### config.mk
export PLATFORM = sky130hd
export DESIGN_NAME = my_mem_rd_fifo
export DESIGN_NICKNAME = d
export VERILOG_FILES = /design/src/rtl/my_mem_pkg.sv /design/src/rtl/my_mem_rd_fifo.sv
export SDC_FILE = /design/constraint.sdc
export NUM_CORES = 1
export LEC_CHECK = 0
export CAP_MARGIN = 30
export CORE_ASPECT_RATIO = 1.75
export CORE_MARGIN = 5
export CORE_UTILIZATION = 45
export DETAILED_ROUTE_END_ITERATION = 12
export DONT_BUFFER_PORTS = 1
export PLACE_DENSITY = 0.67
export SLEW_MARGIN = 25
export SYNTH_ARGS = -nofsm -noshare
export SYNTH_HDL_FRONTEND = slang
export SYNTH_SLANG_ARGS = --single-unit
### constraint.sdc
create_clock -name clk -period 3.5 [get_ports clk]
set_input_delay 0.875 -clock clk [delete_from_list [all_inputs] [get_ports clk]]
set_output_delay 0.875 -clock clk [all_outputs]
set_load 0.005 [all_outputs]
### src/rtl/my_mem_pkg.sv
// Shared types and helpers for the parity-memory read checker.
// The optional first-error log is enabled with MY_MEM_ERR_LOG_EN.
package my_mem_pkg;

    localparam int ADDR_W = 16;
    localparam int DATA_W = 8;
    localparam int PAR_W  = DATA_W + 1;

    typedef struct packed {
        logic [ADDR_W-1:0] addr;
        logic [DATA_W-1:0] data;
        logic              perr;
    } rd_entry_t;

    // Even parity over the full stored word: nonzero means the word is corrupt.
    function automatic logic even_par(input logic [PAR_W-1:0] word);
        return ^word;
    endfunction

endpackage

### src/rtl/my_mem_rd_fifo.sv
// DEPTH-entry FIFO of checked read returns; a push while full is only
// accepted when the head is being popped in the same cycle.
module my_mem_rd_fifo
    import my_mem_pkg::*;
#(
    parameter int DEPTH = 4
) (
    input  logic                       clk,
    input  logic                       rst_n,
    input  logic                       i_push,
    input  rd_entry_t                  i_entry,
    input  logic                       i_pop,
    output rd_entry_t                  o_head,
    output logic                       o_full,
    output logic                       o_empty,
    output logic [$clog2(DEPTH+1)-1:0] o_level
);

    localparam int PTR_W = $clog2(DEPTH);
    localparam int LVL_W = $clog2(DEPTH+1);

    rd_entry_t        r_mem [DEPTH];
    logic [PTR_W-1:0] r_wr_ptr;
    logic [PTR_W-1:0] r_rd_ptr;
    logic [LVL_W-1:0] r_level;

    logic             w_pop_ok;
    logic             w_push_ok;
    logic [LVL_W-1:0] w_level_nxt;

    assign o_full    = (r_level == LVL_W'(DEPTH));
    assign o_empty   = (r_level == {LVL_W{1'b0}});
    assign o_level   = r_level;
    assign o_head    = r_mem[r_rd_ptr];
    assign w_pop_ok  = i_pop && !o_empty;
    assign w_push_ok = i_push && (!o_full || w_pop_ok);

    // Occupancy follows the accepted push/pop pair.
    always_comb begin
        w_level_nxt = r_level;
        case ({w_push_ok, w_pop_ok})
            2'b10:   w_level_nxt = r_level + LVL_W'(1);
            2'b01:   w_level_nxt = r_level - LVL_W'(1);
            default: w_level_nxt = r_level;
        endcase
    end

    // Storage, pointers and level; pointers wrap naturally since DEPTH is a power of two.
    always_ff @(posedge clk or negedge rst_n) begin
        if (!rst_n) begin
            for (int i = 0; i < DEPTH; i++) begin
                r_mem[i] <= '0;
            end
            r_wr_ptr <= {PTR_W{1'b0}};
            r_rd_ptr <= {PTR_W{1'b0}};
            r_level  <= {LVL_W{1'b0}};
        end else begin
            if (w_push_ok) begin
                r_mem[r_wr_ptr] <= i_entry;
                r_wr_ptr        <= r_wr_ptr + PTR_W'(1);
            end
            if (w_pop_ok) begin
                r_rd_ptr <= r_rd_ptr + PTR_W'(1);
            end
            r_level <= w_level_nxt;
        end
    end

endmodule

**Run 1: track usage over the die**

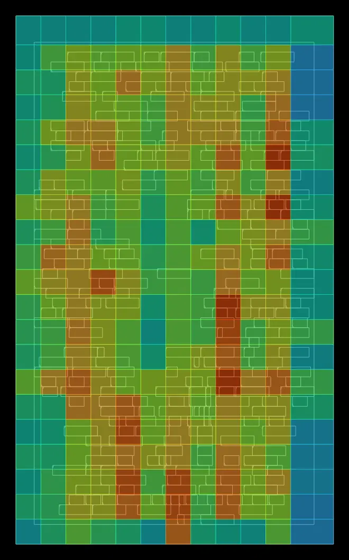
Wirelength per Cell: 21.1 µm
GR Util met2: 0.245
met3 Track Usage GR: 0.0423
GR Util met1: 0.180
Total GRT Usage: 0.149

**Run 1: cell density map**

Drawn at 3 px/µm. The die is cut into 9 by 15 equal tiles; black is low, pale yellow is high, 0 to 100% covered.
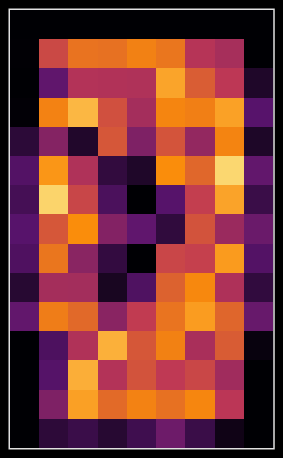
- tiles over 75% full: 10%
- nearly empty tiles: 16%
- mean over tiles: 39%
- fullest tile: 91%
area of the core: 10,300 µm²
fp util: 0.462

**Run 1: signal wires on met2**

Drawn at 3 px/µm.
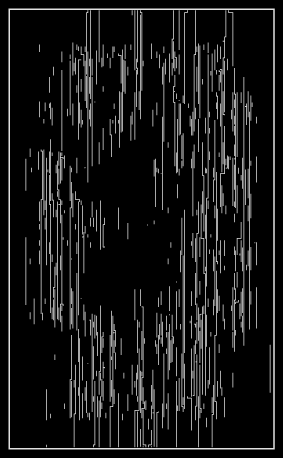
- wire length on this layer: 4,630 µm
- longest straight run: 89.4 µm
- main direction: vertical
- share of all routed wire: 53%
via count: 2,309
final wirelength: 8710 µm

**Run 1: sizing map**

Drawn at 4 px/µm.
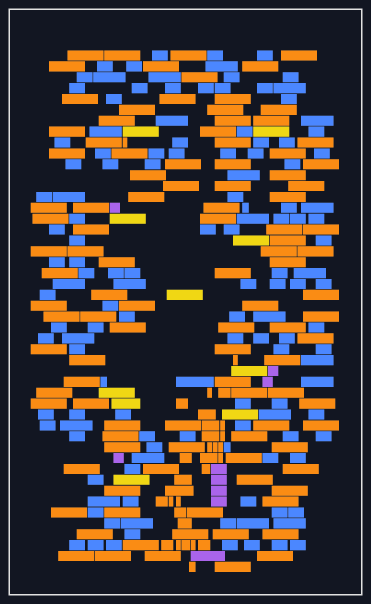
- x6 and larger: yellow (cells 10; share 3.5%)
- x3 and x4: purple (cells 9; share 3.2%)
- x2: blue (cells 130; share 46%)
- x1 and smaller: orange (cells 136; share 48%)
Finished Cell Area: 5120 µm²
Final WS setup: 0.857 ns

==> run_results.csv, run 1 <==
group,metric,value,unit
run_status,outcome,"finished, final reports clean",
synth,synth.largest_area_cell,"dfrtp_1",
clock_network,clk_latency,0.34,ns
synth,ys_sh_adder,0.0174,
sta,finalHoldViolCount,0,
clock_network,holdBufCountCts,0,
die,die-width,87.7,µm
synth,avgSynthCellArea,17.0,µm²
sta,report.final.setup_viol,0,
finish,clock_buffers,11,
run,max_cap_viol_count,0,
global_route,grt_pass1_vias,2647,
synth,yosys.stat.chipArea,4760,µm²
detailed_routing,drc_errors,0,
setup_path,r2r-start,"o_level[1]$_DFFE_PN0P_",
placement,gp_congestion,0.748,
finish,buf_share,0.00685,
setup_path,crit_arrival,1.77,ns
sta,worst_pin_slew,0.923,ns
synth,fp_nets,315,
clock_network,htree_levels,3,
synth,ys_ff,107,
finish,sh_comb_area,0.384,
finish,syn2layout_area_growth,7.58,%
finish,inverters,5,
global_route,antenna_found_initial,0,
pwr,power_density,983,nW/µm²
sta,post-route-period-util,0.755,
synth,synth_xor_xnor_area_share,0.0110,
placement,port_buffers,0,
synth,synth_warnings,0,
sta,min_period,2.64,ns
synth,area_leaders,"dfrtp_1, mux2_2, mux4_2",
sta,max_freq,378,MHz
synth,ys_top_logic_family,"multiplexers",
finish,nFillCells,877,
synth,async_flop_share,1.00,
clock_network,cts_sinks,107,
clock_network,path_clk_slew,0.07,ns
[run 1: layer usage]
metal | up-vias | share of wire | global-route usage
li1 | 1023 | - | -
met2 | 43 | 0.53 | 0.245
met5 | - | 0 | 0
met4 | 0 | 0.022 | 0.0645
met3 | 11 | 0.055 | 0.0423
met1 | 1232 | 0.39 | 0.180
[run 1: where the power goes]
group | switching (W) | internal (W)
sequential | 0.000363 | 0.00188
clock | 0.000428 | 0.000479
combinational | 0.000724 | 0.00116
[run 1: cell usage in the layout, fill, tap and decap left out, types with 4 or more instances in the layout]
master     instances
nor2_4             4
ha_1               5
dfrtp_1          106
inv_1              5
mux2_2           101
clkbuf_16          9
nand2_1            5
mux4_2            25
[run 1: registers in the layout, indices dropped and copies added (netlist names)]
signal    cells
r_rd_ptr      2
o_level       3
r_wr_ptr      2
r_mem       100
[run 1: metrics by stage]
stage               power [W]  cell area [µm²]  instances
floorplan             0.00379             4760        280
global placement      0.00411             4850        396
detailed placement    0.00421             4850        396
CTS                   0.00514             5120        412
global route          0.00536             5120        412
finish                0.00503             5120        412
[run 1: worst max path at each step]
stage,start,to,slack [ns],cells after the start
after floorplan,i_pop,o_level[2]$_DFFE_PN0P_,1.00,8
after global placement,i_pop,o_level[2]$_DFFE_PN0P_,0.73,8
after detailed placement,i_pop,o_level[2]$_DFFE_PN0P_,0.70,8
after CTS,r_rd_ptr[0]$_DFFE_PN0P_,o_head[23],0.78,2
after global routing,r_rd_ptr[0]$_DFFE_PN0P_,o_head[23],0.73,2
final,r_rd_ptr[0]$_DFFE_PN0P_,o_head[23],0.86,2
[run 1: worst max-delay path, stage by stage, from the launching register on]
cell and delay (ns):
dfrtp_2 0.61, buf_12 0.25, mux4_2 0.55
**Run 1: sequential cells coloured by netlist name**

Drawn at 3 px/µm.
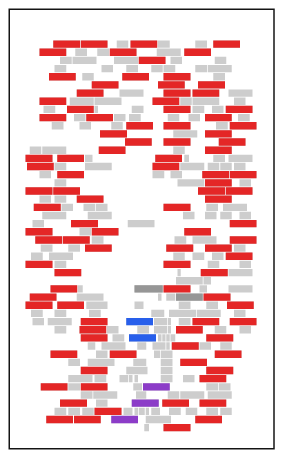

## Run 2: what changed since run 1
--- a/config.mk
+++ b/config.mk
@@ -11,7 +11,7 @@
 export CORE_UTILIZATION = 45
 export DETAILED_ROUTE_END_ITERATION = 12
 export DONT_BUFFER_PORTS = 1
-export PLACE_DENSITY = 0.67
+export PLACE_DENSITY = 0.69
 export SLEW_MARGIN = 25
 export SYNTH_ARGS = -nofsm -noshare
 export SYNTH_HDL_FRONTEND = slang
==> constraint.sdc (replaced) <==
create_clock -name clk -period 2.19 [get_ports clk]
set_input_delay 0.5475 -clock clk [delete_from_list [all_inputs] [get_ports clk]]
set_output_delay 0.5475 -clock clk [all_outputs]
set_load 0.005 [all_outputs]
**Run 2: sequential cells coloured by netlist name**

Drawn at 3 px/µm.
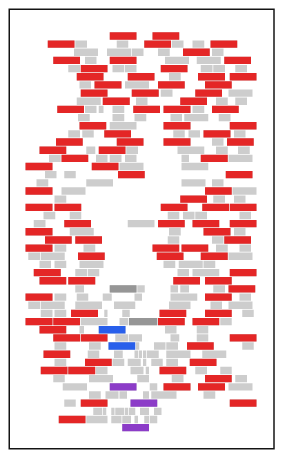
- r_mem: red (placed flops 100; where spread over the die)
- r_wr_ptr: blue (placed flops 2)
- o_level: purple (placed flops 3)
- not coloured: 2
Final Core Density: 0.505
Seq/total area: 0.515
FF+latch area: 2680 µm²

**Run 2: close-up of the layout**

Window x 31 to 56, y 61 to 86 µm. Cells in grey, sequential cells in the stronger grey; small squares are vias.
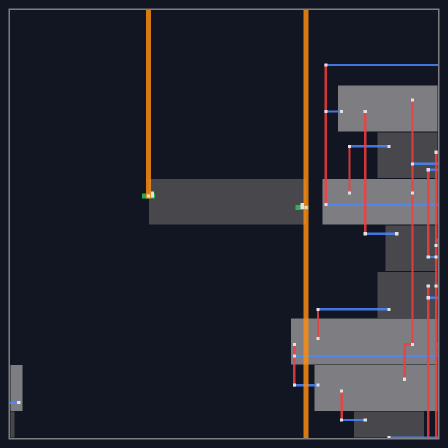
- M3: green
- M1: blue
- M4: orange
- M2: red
- sequential cells in the window: 4
- cells with their middle in the window: 9
- most frequent: mux2_2 (4), dfrtp_1 (4), clkbuf_16 (1)
- netlist names of flops here include: r_mem (4)

==> run 2 against run 1 <==
The flow now finishes with violations (hold timing); power grew 63%; routed wire length shrank 0.91%; sequential cell count is the same; count of clock-buffer cells in the layout fell by 2; clock power increased by 65%; critical path depth unchanged; final cell count grew 1.7%; non-clock buffer count is 7 higher; worst setup slack got worse by 0.73 ns; critical endpoint is now o_head[8].
==> run_results.csv, run 2 <==
group,metric,value,unit
finish,top_register,"r_mem",
placement,gp_congestion,0.698,
synth,synth_warnings,0,
synth,yosys.stat.chipArea,4760,µm²
run_status,outcome,"finished, violations left",
clock_network,path_clk_slew,0.07,ns
die,die-width,87.7,µm
sta,max_freq,485,MHz
pwr,power_leader,"registers",
setup_path,path_cells,"buf_12 -> mux4_2",
pwr,p_clk_frac,0.184,
run_status,violations,"hold timing",
global_route,grt_pass1_vias,2631,
sta,report.final.setup_viol,0,
pwr,p_comb_frac,0.388,
clock_network,htree_levels,3,
pwr,sw_frac_of_total,0.302,
synth,async_flop_share,1.00,
global_route,grt_use_total,0.146,
finish,inverters,5,
sta,hold_slack,-0.105,ns
placement,port_buffers,0,
sta,finalHoldViolCount,107,
detailed_routing,drc_errors,0,
finish,clock_buffers,9,
finish,layout_top_cell,"dfrtp_1",
global_route,grt_pass1_wl,14300,µm
finish,layout_top_cells,"dfrtp_1, mux2_2, mux4_2",
setup_path,crit_slowest_cell,"mux4_2",
detailed_routing,wl,8630,µm
run,max_cap_viol_count,0,
finish,nFillCells,884,
synth,synth.largest_area_cell,"dfrtp_1",
clock_network,cts_sinks,107,
sta,post-route-period-util,0.942,
setup_path,crit_buf_inv,1,
finish,buf_share,0.0193,
die,core_region_area,10300,µm²
setup_path,crit_arrival,1.52,ns
synth,fp_nets,315,
pwr,p_int,0.00573,W
sta,worst_pin_slew,0.899,ns
synth,avgSynthCellArea,17.0,µm²
detailed_routing,post_drt_wl_per_cell,20.6,µm
pwr,power_switching,0.00247,W
synth,ys_ff,107,
finish,sh_comb_area,0.378,
sta,min_period,2.06,ns
finish,syn2layout_area_growth,9.26,%
setup_path,max_stage_delay,0.55,ns
synth,area_leaders,"dfrtp_1, mux2_2, mux4_2",
clock_network,clk_latency,0.34,ns
finish,largest_reg_flops,100,
die,fp_util,0.462,
setup_path,cp_top_family,"multiplexers",
pwr,p_seq_frac,0.428,
run 2: kinds of logic (layout without fill, tap and decap cells):
group                    after synthesis  in the layout  share of synthesized area
adder cells (fa/ha/maj)                6              6                     0.0174
AND/OR/NAND/NOR                       14             14                     0.0187
XOR/XNOR                               6              6                     0.0110
multiplexers                         127            127                      0.360
flip-flops                           107            107                      0.563
buffers and inverters                 19             31                     0.0287
AND-OR/OR-AND                          1              1                    0.00184
run 2: repair_timing:
item,in CTS,in global routing
setup buffers,2,0
setup endpoints to repair,9,0
endpoints found under the hold margin,107,107
run 2: stage by stage:
stage	hold WS (ns)	total power [W]	cell area (µm²)	worst slack, ns	cells
after floorplan	0.252	0.00605	4760	0.0219	280
after global placement	0.256	0.00666	4900	0.138	401
after detailed placement	0.254	0.00682	4900	0.104	401
after CTS	-0.115	0.00837	5200	0.0935	419
after global routing	-0.123	0.00876	5200	0.00503	419
final	-0.105	0.00820	5200	0.126	419
run 2: worst paths after layout:
| check | from | endpoint | depth (start not counted) |
|---|---|---|---|
| max | r_rd_ptr[0]$_DFFE_PN0P_ | o_head[8] | 2 |
| min | rst_n | r_mem[91]$_DFFE_PN0P_ | 0 |
| max reg2reg | o_level[1]$_DFFE_PN0P_ | o_level[2]$_DFFE_PN0P_ | 8 |
| min reg2reg | r_mem[35]$_DFFE_PN0P_ | r_mem[35]$_DFFE_PN0P_ | 1 |
| max in group asynchronous | rst_n | r_mem[75]$_DFFE_PN0P_ | 0 |
| min in group clk | i_entry[22] | r_mem[72]$_DFFE_PN0P_ | 1 |
run 2: layer usage:
metal  global-route usage  up-vias  wire length, µm
met5                    0        -                0
met4               0.0453        0              110
met3               0.0434        8              456
met2                0.247       38             4630
met1                0.176     1243             3430
li1                     -     1044                -
Power is estimated from default activity; no workload was simulated.
